$ cat src/rtl/alu_seq_pkg.sv
// Shared types and constants for the ALU test sequencer and its golden model.
package alu_seq_pkg;

  typedef enum logic [1:0] {
    IDLE,
    DRIVE,
    CHECK,
    DONE
  } seq_state_e;

  localparam logic [2:0] OP_ADD = 3'd0;
  localparam logic [2:0] OP_SUB = 3'd1;
  localparam logic [2:0] OP_AND = 3'd2;
  localparam logic [2:0] OP_OR  = 3'd3;
  localparam logic [2:0] OP_XOR = 3'd4;
  localparam logic [2:0] OP_NOT = 3'd5;
  localparam logic [2:0] OP_SHR = 3'd6;
  localparam logic [2:0] OP_SHL = 3'd7;

  localparam int unsigned N_VECTORS = 2048;
  localparam logic [7:0]  FAIL_SAT  = 8'd255;

endpackage

$ cat src/rtl/alu_test_sequencer_if.sv
// Tiny-Tapeout style pin frame shared by the sequencer and the ALU tile it exercises.
interface alu_test_sequencer_if;

  logic [7:0] ui_in;
  logic [7:0] uo_out;
  logic [7:0] uio_in;
  logic [7:0] uio_out;
  logic [7:0] uio_oe;

  // Sequencer side: drives operands/opcode, reads the ALU result.
  modport master (
    input  ui_in,
    input  uio_in,
    output uo_out,
    output uio_out,
    output uio_oe
  );

  // ALU / board side.
  modport slave (
    output ui_in,
    output uio_in,
    input  uo_out,
    input  uio_out,
    input  uio_oe
  );

endinterface

$ cat src/rtl/alu_golden_model.sv
// Combinational reference for the 4-bit ALU tile; opcode map must match the ALU exactly.
module alu_golden_model
  import alu_seq_pkg::*;
(
  input  logic [2:0] opcode,
  input  logic [3:0] a,
  input  logic [3:0] b,
  output logic [7:0] y
);

  logic [7:0] a8;
  logic [7:0] b8;

  always_comb begin
    a8 = {4'b0000, a};
    b8 = {4'b0000, b};
    y  = '0;
    case (opcode)
      OP_ADD:  y = a8 + b8;
      OP_SUB:  y = a8 - b8;
      OP_AND:  y = a8 & b8;
      OP_OR:   y = a8 | b8;
      OP_XOR:  y = a8 ^ b8;
      OP_NOT:  y = ~a8;
      OP_SHR:  y = a8 >> 1;
      OP_SHL:  y = a8 << 1;
      default: y = '0;
    endcase
  end

endmodule

$ cat src/rtl/alu_test_sequencer.sv
// Sweeps all 2048 opcode/operand vectors through an external ALU and checks each result
// against alu_golden_model, reporting busy, done, sticky fail and a saturating fail count.
module alu_test_sequencer
  import alu_seq_pkg::*;
#(
  parameter int unsigned LATENCY     = 2,
  parameter int unsigned SYNC_STAGES = 2
) (
  input  logic                 clk,
  input  logic                 rst_n,
  input  logic                 ena,
  alu_test_sequencer_if.master tt
);

  seq_state_e state, state_n;
  logic [10:0] idx, idx_n;
  logic [2:0]  wait_cnt, wait_cnt_n;
  logic [7:0]  fail_cnt, fail_cnt_n;
  logic        fail, fail_n;

  logic [SYNC_STAGES-1:0] start_sync;
  logic [SYNC_STAGES-1:0] stop_sync;
  logic start_s, stop_s, start_prev, start_evt;
  logic [7:0] golden_y;
  logic mismatch;
  logic unused_uio;

  assign unused_uio = ^tt.uio_in[5:0];
  assign tt.uio_oe  = 8'b0011_1111;

  // Synchronisers and the edge-detect history run regardless of ena, so an
  // edge that occurs while disabled is consumed and never seen.
  always_ff @(posedge clk or negedge rst_n) begin
    if (!rst_n) begin
      start_sync <= '0;
      stop_sync  <= '0;
      start_prev <= 1'b0;
    end else begin
      start_sync <= {start_sync[SYNC_STAGES-2:0], tt.uio_in[6]};
      stop_sync  <= {stop_sync[SYNC_STAGES-2:0], tt.uio_in[7]};
      start_prev <= start_s;
    end
  end

  assign start_s   = start_sync[SYNC_STAGES-1];
  assign stop_s    = stop_sync[SYNC_STAGES-1];
  assign start_evt = ena & start_s & ~start_prev;

  alu_golden_model u_golden (
    .opcode (idx[10:8]),
    .a      (idx[3:0]),
    .b      (idx[7:4]),
    .y      (golden_y)
  );

  always_ff @(posedge clk or negedge rst_n) begin
    if (!rst_n) begin
      state    <= IDLE;
      idx      <= '0;
      wait_cnt <= '0;
      fail_cnt <= '0;
      fail     <= 1'b0;
    end else if (ena) begin
      state    <= state_n;
      idx      <= idx_n;
      wait_cnt <= wait_cnt_n;
      fail_cnt <= fail_cnt_n;
      fail     <= fail_n;
    end
  end

  always_comb begin
    state_n    = state;
    idx_n      = idx;
    wait_cnt_n = wait_cnt;
    fail_cnt_n = fail_cnt;
    fail_n     = fail;
    mismatch   = 1'b0;
    case (state)
      IDLE, DONE: begin
        if (start_evt) begin
          state_n    = DRIVE;
          idx_n      = '0;
          wait_cnt_n = '0;
          fail_cnt_n = '0;
          fail_n     = 1'b0;
        end
      end
      DRIVE: begin
        if (wait_cnt == 3'(LATENCY - 1)) begin
          state_n    = CHECK;
          wait_cnt_n = '0;
        end else begin
          wait_cnt_n = wait_cnt + 3'd1;
        end
      end
      CHECK: begin
        mismatch = (tt.ui_in != golden_y);
        if (mismatch) begin
          fail_n = 1'b1;
          if (fail_cnt != FAIL_SAT) fail_cnt_n = fail_cnt + 8'd1;
        end
        if (mismatch && stop_s) begin
          state_n = DONE;
        end else if (idx == 11'(N_VECTORS - 1)) begin
          state_n = DONE;
        end else begin
          idx_n   = idx + 11'd1;
          state_n = DRIVE;
        end
      end
      default: state_n = IDLE;
    endcase
  end

  always_comb begin
    tt.uo_out  = '0;
    tt.uio_out = '0;
    case (state)
      DRIVE, CHECK: begin
        tt.uo_out       = idx[7:0];
        tt.uio_out[2:0] = idx[10:8];
        tt.uio_out[3]   = 1'b1;
        tt.uio_out[5]   = fail;
      end
      DONE: begin
        tt.uo_out       = fail_cnt;
        tt.uio_out[2:0] = idx[10:8];
        tt.uio_out[4]   = 1'b1;
        tt.uio_out[5]   = fail;
      end
      default: ;
    endcase
  end

endmodule

$ cat src/flat_wrapper.sv
// flat-port wrapper written by rule: the top's interface ports become plain ports
module alu_test_sequencer_flat import alu_seq_pkg::*;
#(
  parameter int unsigned LATENCY     = 2,
  parameter int unsigned SYNC_STAGES = 2
)
  (clk, rst_n, ena, tt_ui_in, tt_uio_in, tt_uo_out, tt_uio_out, tt_uio_oe);
  alu_test_sequencer_if tt_i ();
  input  logic clk;
  input  logic rst_n;
  input  logic ena;
  input wire logic [$bits(tt_i.ui_in)-1:0] tt_ui_in;
  input wire logic [$bits(tt_i.uio_in)-1:0] tt_uio_in;
  output wire logic [$bits(tt_i.uo_out)-1:0] tt_uo_out;
  output wire logic [$bits(tt_i.uio_out)-1:0] tt_uio_out;
  output wire logic [$bits(tt_i.uio_oe)-1:0] tt_uio_oe;
  assign tt_i.ui_in = tt_ui_in;
  assign tt_i.uio_in = tt_uio_in;
  assign tt_uo_out = tt_i.uo_out;
  assign tt_uio_out = tt_i.uio_out;
  assign tt_uio_oe = tt_i.uio_oe;
  alu_test_sequencer #(.LATENCY(LATENCY), .SYNC_STAGES(SYNC_STAGES)) u_core (.clk(clk), .rst_n(rst_n), .ena(ena), .tt(tt_i));
endmodule
$ cat config.mk
export PLATFORM = sky130hd
export DESIGN_NAME = alu_test_sequencer_flat
export DESIGN_NICKNAME = d
export VERILOG_FILES = /design/src/rtl/alu_seq_pkg.sv /design/src/rtl/alu_test_sequencer_if.sv /design/src/rtl/alu_golden_model.sv /design/src/rtl/alu_test_sequencer.sv /design/src/flat_wrapper.sv
export SDC_FILE = /design/constraint.sdc
export NUM_CORES = 1
export LEC_CHECK = 0
export CAP_MARGIN = 20
export CORE_ASPECT_RATIO = 1.4
export CORE_MARGIN = 2
export CORE_UTILIZATION = 49
export CTS_CLUSTER_SIZE = 8
export DETAILED_ROUTE_END_ITERATION = 12
export PLACE_DENSITY_LB_ADDON = 0.25
export REMOVE_ABC_BUFFERS = 1
export SLEW_MARGIN = 20
export SYNTH_ARGS = -nofsm -noshare
export SYNTH_HDL_FRONTEND = slang
export SYNTH_SLANG_ARGS = --single-unit
$ cat constraint.sdc
create_clock -name clk -period 3.1 [get_ports clk]
set_clock_uncertainty 0.15 [all_clocks]
set_input_delay 0.465 -clock clk [delete_from_list [all_inputs] [get_ports clk]]
set_output_delay 0.465 -clock clk [all_outputs]
set_load 0.01 [all_outputs]
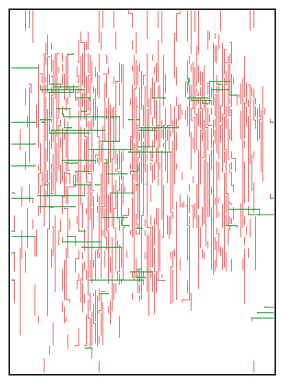
(images/layers.png)
(4 px per µm) Only two layers are drawn.
| color | layer | wire length |
|---|---|---|
| red | M2 | 3860 µm |
| green | M3 | 337 µm |
total number of vias: 2675
Total Routing Usage GR: 24.4%
Detailed Route WL: 7230 µm
wire length per cell: 16.2 µm

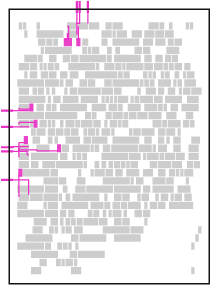
(images/port_trees.png)
(3 px per µm)
| color | port | bits | direction | end cells | buffers | wire |
|---|---|---|---|---|---|---|
| magenta | tt_uo_out | 8 | output | 8 | 8 | 104 µm |
number of port buffers: 26
# IOs: 43

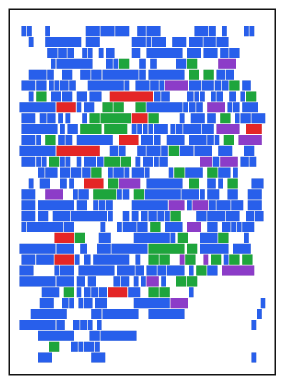
(images/sizing.png)
(4 px per µm)
| color | size | cells |
|---|---|---|
| blue | x1 and smaller | 303 |
| purple | x2 | 17 |
| red | x6 and larger | 10 |
| green | x3 and x4 | 50 |
Non-clk bufs: 72
post-synthesis to final-layout area growth: 29.6%
cell area after layout: 3430 µm²
worst setup slack after layout: -0.141 ns

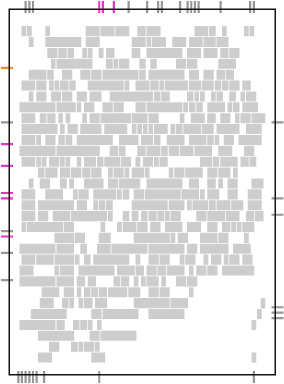
(images/pinout.png)
(4 px per µm) Pins as bars across the die edge, other pins in gray.
| color | port | pins | direction | edge |
|---|---|---|---|---|
| orange | clk | 1 | input | left |
| magenta | tt_uo_out | 8 | output | 5 left, 3 top |
die extent in y: 91.0 µm
Die X: 66.1 µm

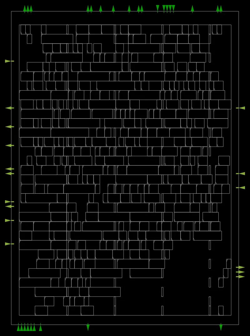
(images/placed.png)
Fillers: 437
Post-Layout Cell Count: 446
core area: 5200 µm²
registers: 30
Well-Tap Cells: 66

==> impl_metrics.toml <==
# implementation run metrics
[layout]
post_route_cells_drive_above_1_share_pct = 20.3
combAreaFraction_pct = 51.1
seq_share_pct = 21.9
inverter_tally_of_the_final_layout_excluding_the_clock_network = 24
lay_top_cells = "buf_4, dfrtp_1, nor2_1, nand2_1, clkdlybuf4s50_1"
layout.area.seq_um2 = 751
largestRegisters = "u_core.idx x11, u_core.fail_cnt x8, u_core.wait_cnt x3"
register_with_the_most_flip_flops = "u_core.idx"

[synthesis]
ys_sh_xor_pct = 1.65
syn-mean-instance-area_um2 = 8.25
netlist_area_um2 = 2650
top_area_share_pct = 28.4
syn_inst = 321
synth_cell_type_count = 61
muxShareOfSynthArea_pct = 3.69
synth.comb.largest_family = "AND-OR/OR-AND gates"
post-synth-top-count-cell = "dfrtp_1"
register_share_after_synthesis_pct = 28.4

[clock_network]
cts.path.max_buffers = 2
cts_setup_buffers = 5
clk_latency_ns = 0.28
postCtsHoldBufs = 0
numCtsBuffers = 5
tritoncts_num_sinks = 30
clkSlewWorstSetupHoldPaths_ns = 0.07

[routing]
drt-met1-wl_um = 2740
route.antenna.remaining_nets = 0
dr_wl_met3_um = 336
metal2_wl_um = 3860
dr.first_iter.drc_count = 164

[timing]
relSlewSlack_pct = 47.5
fin_tns_setup_ns = -1.02
holdWs_ns = 0.207
setup_violations = 19
highest_clock_rate_mhz = 309
setup_ws_ns = -0.141
finalClockPeriodUsage_pct = 105
timing_max_transition_violations_final = 0

[worst_setup_path]
worstPathArrival_ns = 3.27
cp_data_required_time_ns = 3.12
crit_path_start_kind = "flip-flop"
timing.critical_path.slowest_stage_cell = "fa_1"
timing.setup.critical_path_class = "flip-flop to flip-flop"
rrSetupSlack_ns = -0.14
path_buffers = 3
worstReg2RegEnd = "u_core.fail_cnt[0]$_DFFE_PN0P_"
capture_point_of_the_worst_path = "u_core.fail_cnt[0]$_DFFE_PN0P_"
timing.critical_path.slowest_cell_delay_ns = 0.47
critical_path.reg2reg.startpoint = "u_core.idx[0]$_DFFE_PN0P_"
worst-path-max-fanout = 4
crit_path_cell_trace = "inv_2 -> ha_4 -> inv_2 -> fa_1 -> nand2b_1 -> a221o_1 -> a31oi_1 -> xnor2_1 -> nand4_1 -> buf_6 -> or3_4 -> mux2_4 -> a22o_1"

[worst_hold_path]
startpoint_of_the_most_critical_hold_path = "u_core.stop_sync[0]$_DFF_PN0_"
worst_hold_path.endpoint = "u_core.stop_sync[1]$_DFF_PN0_"
hold_class = "flip-flop to flip-flop"

[die]
die_area_um2 = 6020

[power_and_ir_drop]
worst_ir_drop_vdd_v = 0.000646
power_clock_uw = 495
clock_power_share_pct = 18.8
total_power_after_layout_mw = 2.64
power.share.combinational_pct = 59.4
power.switching_fraction_pct = 42.7
top_power_group = "combinational logic"
power.sequential.fraction_pct = 21.8
pg_comb_mw = 1.57

[run]
maxCapViolations = 0
number_of_warnings_in_the_stage_logs = 45

[global_route]
grt_start_max_net_pins = 31
grtUsageMet1_pct = 28.3
first_global_vias = 2509
grt-busiest-layer = "met2"
antenna_found_initial = 0
grt_pass1_wl_um = 11500

[placement]
dpl-instance-area_um2 = 3130
placement.setup.worst_slack_ns = -0.209
routabilityCongestion = 0.891

[status]
status = "finished, violations left"
violations = "negative setup slack"
